$ cat config.mk
export PLATFORM = sky130hd
export DESIGN_NAME = card_punch
export DESIGN_NICKNAME = d
export VERILOG_FILES = /design/src/rtl/card_punch.sv
export SDC_FILE = /design/constraint.sdc
export NUM_CORES = 1
export LEC_CHECK = 0
export ABC_AREA = 1
export CORE_MARGIN = 4
export CORE_UTILIZATION = 49
export CTS_BUF_LIST = sky130_fd_sc_hd__clkbuf_8
export DETAILED_ROUTE_END_ITERATION = 8
export PLACE_DENSITY = 0.9
export SYNTH_ARGS = -nofsm -noshare
export SYNTH_HDL_FRONTEND = slang
export SYNTH_SLANG_ARGS = --single-unit
$ cat constraint.sdc
create_clock -name clock -period 3.2 [get_ports clock]
set_input_delay 0.64 -clock clock [delete_from_list [all_inputs] [get_ports clock]]
set_output_delay 0.64 -clock clock [all_outputs]
set_load 0.01 [all_outputs]
$ cat src/rtl/card_punch.sv
// DMA card punch: reads a block of memory words through the shared arbiter and
// streams them byte-serially to a sink. Optional trailing checksum byte: CARD_PUNCH_CHECKSUM_EN.
module card_punch #(
  parameter int unsigned MAX_WORDS = 20,
  parameter int unsigned ADDR_W    = 17
) (
  input  logic              reset,
  input  logic              clock,
  output logic              running,
  input  logic              active,
  input  logic [31:0]       mem_data_in,
  output logic [ADDR_W-1:0] address,
  output logic [31:0]       data_out,
  output logic [3:0]        wr_en,
  input  logic              sio,
  input  logic              tio,
  input  logic [ADDR_W-1:0] start_addr,
  input  logic [15:0]       word_count,
  output logic [3:0]        cc,
  output logic [7:0]        punch_data,
  output logic              punch_valid,
  input  logic              punch_ready
);
  localparam int unsigned CNT_W = 16;

  localparam logic [2:0] ST_IDLE  = 3'd0;
  localparam logic [2:0] ST_FETCH = 3'd1;
  localparam logic [2:0] ST_SHIFT = 3'd2;
  localparam logic [2:0] ST_DONE  = 3'd3;
`ifdef CARD_PUNCH_CHECKSUM_EN
  localparam logic [2:0] ST_CSUM  = 3'd4;
  logic [7:0] csum_q, csum_d;
`endif

  logic [2:0]        state_q, state_d;
  logic [CNT_W-1:0]  remaining_q, remaining_d;
  logic [23:0]       shift_q, shift_d;
  logic [1:0]        byte_idx_q, byte_idx_d;
  logic              running_d, valid_d;
  logic              overrun_q, overrun_d, rejected_q, rejected_d, done_q, done_d;
  logic [ADDR_W-1:0] address_d;
  logic [7:0]        punch_data_d;
  logic              handshake;
  logic              unused_tio;

  // The device never writes memory; tio only samples status, which cc always shows.
  assign data_out   = '0;
  assign wr_en      = '0;
  assign unused_tio = tio;
  assign cc         = {running, overrun_q, rejected_q, done_q};
  assign handshake  = punch_valid & punch_ready;

  // Next-state and next-output logic.
  always_comb begin
    state_d      = state_q;
    remaining_d  = remaining_q;
    shift_d      = shift_q;
    byte_idx_d   = byte_idx_q;
    running_d    = running;
    valid_d      = punch_valid;
    address_d    = address;
    punch_data_d = punch_data;
    overrun_d    = overrun_q;
    rejected_d   = rejected_q;
    done_d       = done_q;
`ifdef CARD_PUNCH_CHECKSUM_EN
    csum_d       = csum_q;
`endif

    if (sio && state_q != ST_IDLE) rejected_d = 1'b1;

    case (state_q)
      ST_IDLE: begin
        if (sio) begin
          overrun_d   = 1'b0;
          rejected_d  = 1'b0;
          done_d      = 1'b0;
          address_d   = start_addr;
          remaining_d = word_count;
`ifdef CARD_PUNCH_CHECKSUM_EN
          csum_d      = 8'h00;
`endif
          if (word_count > CNT_W'(MAX_WORDS)) begin
            overrun_d = 1'b1;
          end else if (word_count == '0) begin
`ifdef CARD_PUNCH_CHECKSUM_EN
            state_d      = ST_CSUM;
            valid_d      = 1'b1;
            punch_data_d = 8'h00;
`else
            state_d = ST_DONE;
            done_d  = 1'b1;
`endif
          end else begin
            state_d   = ST_FETCH;
            running_d = 1'b1;
          end
        end
      end
      ST_FETCH: begin
        if (active) begin
          punch_data_d = mem_data_in[31:24];
          shift_d      = mem_data_in[23:0];
          valid_d      = 1'b1;
          byte_idx_d   = 2'd0;
          address_d    = address + ADDR_W'(1);
          remaining_d  = remaining_q - CNT_W'(1);
          state_d      = ST_SHIFT;
        end
      end
      ST_SHIFT: begin
        if (handshake) begin
`ifdef CARD_PUNCH_CHECKSUM_EN
          csum_d = csum_q + punch_data;
`endif
          if (byte_idx_q != 2'd3) begin
            byte_idx_d   = byte_idx_q + 2'd1;
            punch_data_d = shift_q[23:16];
            shift_d      = {shift_q[15:0], 8'h00};
          end else if (remaining_q != '0) begin
            valid_d = 1'b0;
            state_d = ST_FETCH;
          end else begin
`ifdef CARD_PUNCH_CHECKSUM_EN
            punch_data_d = csum_q + punch_data;
            state_d      = ST_CSUM;
`else
            valid_d   = 1'b0;
            running_d = 1'b0;
            done_d    = 1'b1;
            state_d   = ST_DONE;
`endif
          end
        end
      end
`ifdef CARD_PUNCH_CHECKSUM_EN
      ST_CSUM: begin
        if (handshake) begin
          valid_d   = 1'b0;
          running_d = 1'b0;
          done_d    = 1'b1;
          state_d   = ST_DONE;
        end
      end
`endif
      ST_DONE: begin
        running_d = 1'b0;
        valid_d   = 1'b0;
        state_d   = ST_IDLE;
      end
      default: state_d = ST_IDLE;
    endcase
  end

  // State and registered outputs; reset discards any buffered word.
  always_ff @(posedge clock or posedge reset) begin
    if (reset) begin
      state_q     <= ST_IDLE;
      remaining_q <= '0;
      shift_q     <= '0;
      byte_idx_q  <= '0;
      running     <= 1'b0;
      punch_valid <= 1'b0;
      address     <= '0;
      punch_data  <= '0;
      overrun_q   <= 1'b0;
      rejected_q  <= 1'b0;
      done_q      <= 1'b0;
`ifdef CARD_PUNCH_CHECKSUM_EN
      csum_q      <= '0;
`endif
    end else begin
      state_q     <= state_d;
      remaining_q <= remaining_d;
      shift_q     <= shift_d;
      byte_idx_q  <= byte_idx_d;
      running     <= running_d;
      punch_valid <= valid_d;
      address     <= address_d;
      punch_data  <= punch_data_d;
      overrun_q   <= overrun_d;
      rejected_q  <= rejected_d;
      done_q      <= done_d;
`ifdef CARD_PUNCH_CHECKSUM_EN
      csum_q      <= csum_d;
`endif
    end
  end
endmodule

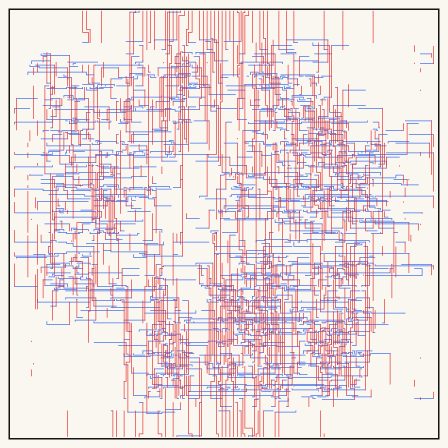
(metal layers overlaid)
Two of the layers only.
| layer | colour | wire length |
|---|---|---|
| met1 | blue | 4690 um |
| met2 | red | 5770 um |

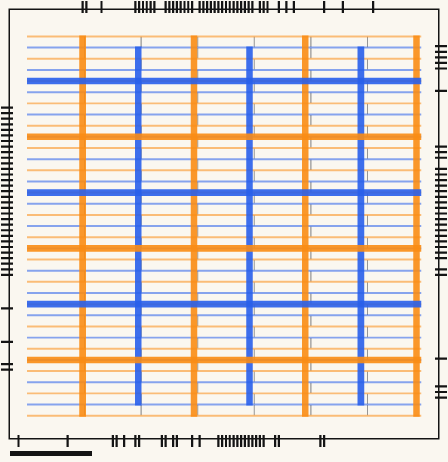
(PDN straps and rails)
Scale bar: 20 um. Pins as bars on the die edge. Tap cells in grey.
| net | colour |
|---|---|
| VSS | orange |
| VDD | blue |
signal pins: 138
met5 straps: 6
tap cells: 108
rows: 34
met1 rails: 35

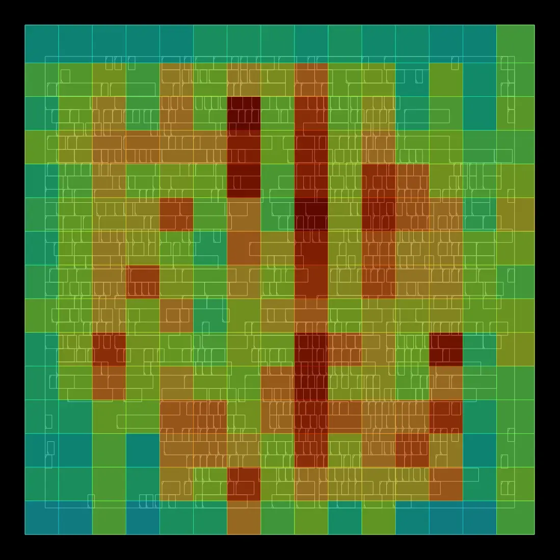
(congestion heat map)
DR WL/cell: 13.49 um
met3 usage: 4.097%
most crowded layer after global routing: met2
met2 usage: 37.22%
Util after Layout: 62.98%

==> impl_metrics.py <==
# Generated from Yosys and OpenROAD reports
metrics = {
    "critical_path": {
        "worstPathRequired_ns": 3.43,
        "r2r_start": "state_q[0]",
        "reg2reg_setup_slack_ns": 0.91,
        "r2r_end": "state_q[0]",
        "cp-endpoint": "state_q[0]",
        "ff2ff_path_depth": 8,
        "critPathKind": "register to register",
        "worst-path-max-fanout": 49,
        "start_kind": "register",
        "crit_start": "state_q[0]",
    },
    "placed_design": {
        "numPortBuffers": 100,
        "dp.cells": 819,
        "placedInstanceArea_um2": 5399,
        "gp_congestion": 0.8901,
        "preCtsSetupSlack_ns": 0.6815,
    },
    "clock_tree": {
        "cts_buffers": 9,
        "cts_tree": "yes",
        "cts_sinks": 74,
        "root_buffer": "clkbuf_8",
        "cts_resized": 0,
        "clock_path_buffers": 2,
        "cts_hold_buf": 0,
    },
    "route": {
        "viasPerCell": 5.200,
        "ant_nets": 0,
        "drc_errors": 0,
        "first_pass_iters": 4,
        "wl_um": 11270,
        "vias": 4342,
    },
    "hold_path": {
        "whs_endpoint": "shift_q[14]",
        "hold_start": "shift_q[14]",
        "hold_depth": 2,
        "hp-class": "register to register",
    },
    "pwr": {
        "p_sw_mw": 1.700,
        "switching_share_pct": 40.29,
        "power_frac_comb_pct": 42.9,
        "p_clk_mw": 0.746,
        "cellPowerDensity_nw_per_um2": 753.5,
        "p_int_mw": 2.519,
        "power_sequential_mw": 1.66,
        "ir_worst_vdd_v": 0.0003941,
        "p_clk_share_pct": 17.7,
        "pwr-share-seq_pct": 39.4,
        "p_leak_nw": 2.638,
    },
    "final_layout": {
        "most-common-layout-cells": "nand2_1 (157), clkdlybuf4s50_1 (100), nor2_1 (74), dfrtp_1 (74)",
        "final_common_cell": "nand2_1",
        "num-nets-final": 797,
        "ff_latch_area_um2": 1852,
        "final_cell_area_um2": 5599,
        "area_growth_pct": 23.04,
        "num-fill-cells": 793,
        "antenna_cells": 0,
    },
    "sta": {
        "fin_crit_ns": 2.287,
        "fin_ws_ns": 0.9131,
        "fin_skew_ns": 0.01674,
        "fmax_ghz": 0.4373,
        "finalSetupViolations": 0,
        "max_slew_margin_pct": 39.76,
        "hold_viol": 0,
        "tightestPinTransition_ns": 0.9026,
        "fin_crit_sh_pct": 71.46,
        "hold_ws_ns": 0.4869,
        "rsz0062_at_grt": "false",
    },
    "die": {
        "die_h_um": 104.4,
        "fp_util_pct": 51.18,
        "dieWidth_um": 104.4,
        "core_area_um2": 8891,
        "chip_area_um2": 10890,
        "ioPinCount": 138,
        "rows": 34,
    },
    "synth": {
        "ys.flop_type": "dfrtp_1",
        "synth_cell_type_count": 34,
        "async_flop_share_pct": 100.0,
        "synth_flops": 74,
        "synth.top_cell.area_share_pct": 40.69,
        "area_leaders": "dfrtp_1 (41%), nand2_1 (13%), buf_4 (7.8%), o21ai_0 (7.3%), nor2_1 (6.1%)",
        "yosysTopAreaCell": "dfrtp_1",
        "syn_area_um2": 4551,
        "yosys_warnings": 0,
        "postSynthAreaPerCell_um2": 7.144,
    },
    "global_route": {
        "grt.total_usage_pct": 21.04,
        "grt_pass1_vias": 4291,
        "antenna_found_initial": 0,
        "grt-ovfl-total": 0,
    },
    "run_status": {
        "outcome": "completed",
    },
    "job": {
        "stage_log_warnings": 28,
        "cap_viol_max_count": 0,
    },
}
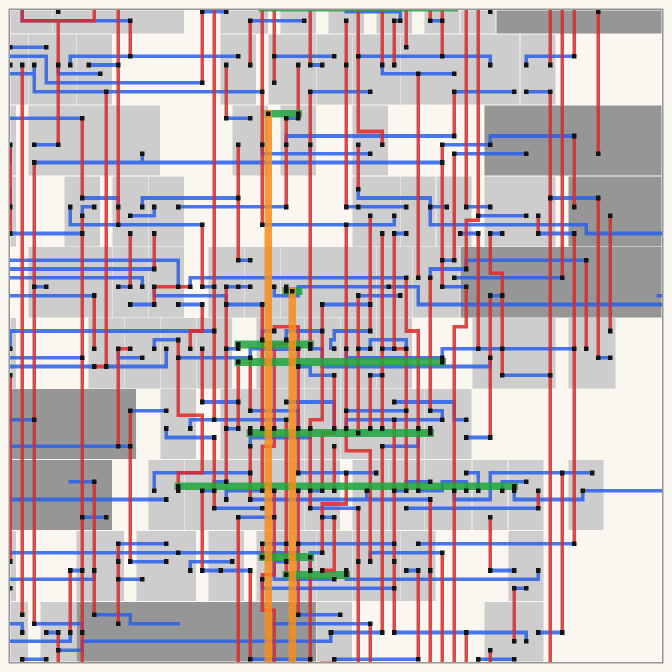
(layout detail)
Region (66, 14) to (91, 39) um. Cells in grey, sequential cells in the stronger grey; small squares are vias.
| layer | colour |
|---|---|
| met2 | red |
| met1 | blue |
| met3 | green |
| met4 | orange |
sequential cells in the window: 4
most frequent: nor2_1 (21), nand2_1 (14), inv_1 (7)
cells with their middle in the window: 69
netlist names of flops here include: `remaining_q` (4)

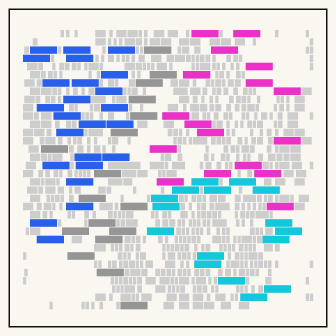
(sequential cells coloured by netlist name)
| name in the netlist | colour | flops |
|---|---|---|
| `shift_q` | blue | 24 |
| `address` | magenta | 17 |
| `remaining_q` | cyan | 16 |
not coloured: 17

## cell usage after synthesis (all sizes together) (2+ instances only)
cell type and number:
clkbuf 4, a31oi 18, nand3 39, nor3 10, buf 62, nor2 76, or2 2, o21bai 2
o22ai 10, a21oi 16, xor2 2, o21ai 71, nand2 160, o211ai 3, nand4 6, a22oi 3
inv 70, ha 4, dfrtp 74
## critical path, stage by stage, from the launching register on
cell	delay, ns
dfrtp_1	0.43
inv_2	0.08
nor2_4	0.11
buf_4	0.41
inv_1	0.54
nor2_1	0.33
nor2_1	0.11
nand3_1	0.09
nand2_1	0.06
## final cells by class
type / instances / share of cell area [%]
repair buffers: 105 / 18.55
flip-flops and latches: 74 / 33.07
well taps: 108 / 2.413
clock buffers: 9 / 2.212
inverters: 70 / 4.737
multi-input cells: 462 / 37.65
clock inverters: 7 / 1.363
## metal layers
layer	vias up	routed length (um)
met5	-	0
met4	0	135
met3	12	671
met2	150	5772
met1	2020	4689
li1	2160	-
## cells by family (layout without fill, tap and decap cells)
group / count (synthesis) / count (layout) / share of synthesized area (%)
other cells: 1 / 36 / 0.08241
compound gates: 126 / 126 / 15.26
xor+xnor: 2 / 2 / 0.3850
buf+inv: 136 / 191 / 15.86
flops: 74 / 74 / 40.69
fa+ha+maj: 4 / 4 / 1.100
simple gates: 294 / 294 / 26.62
## state kept, by name, indices dropped and copies added, names as in the netlist, named ones only
| name | count |
|---|---|
| done_q | 1 |
| overrun_q | 1 |
| address | 17 |
| running | 1 |
| punch_data | 8 |
| byte_idx_q | 2 |
| punch_valid | 1 |
| state_q | 2 |
| shift_q | 24 |
| remaining_q | 16 |
Power and IR drop assume default switching activity.
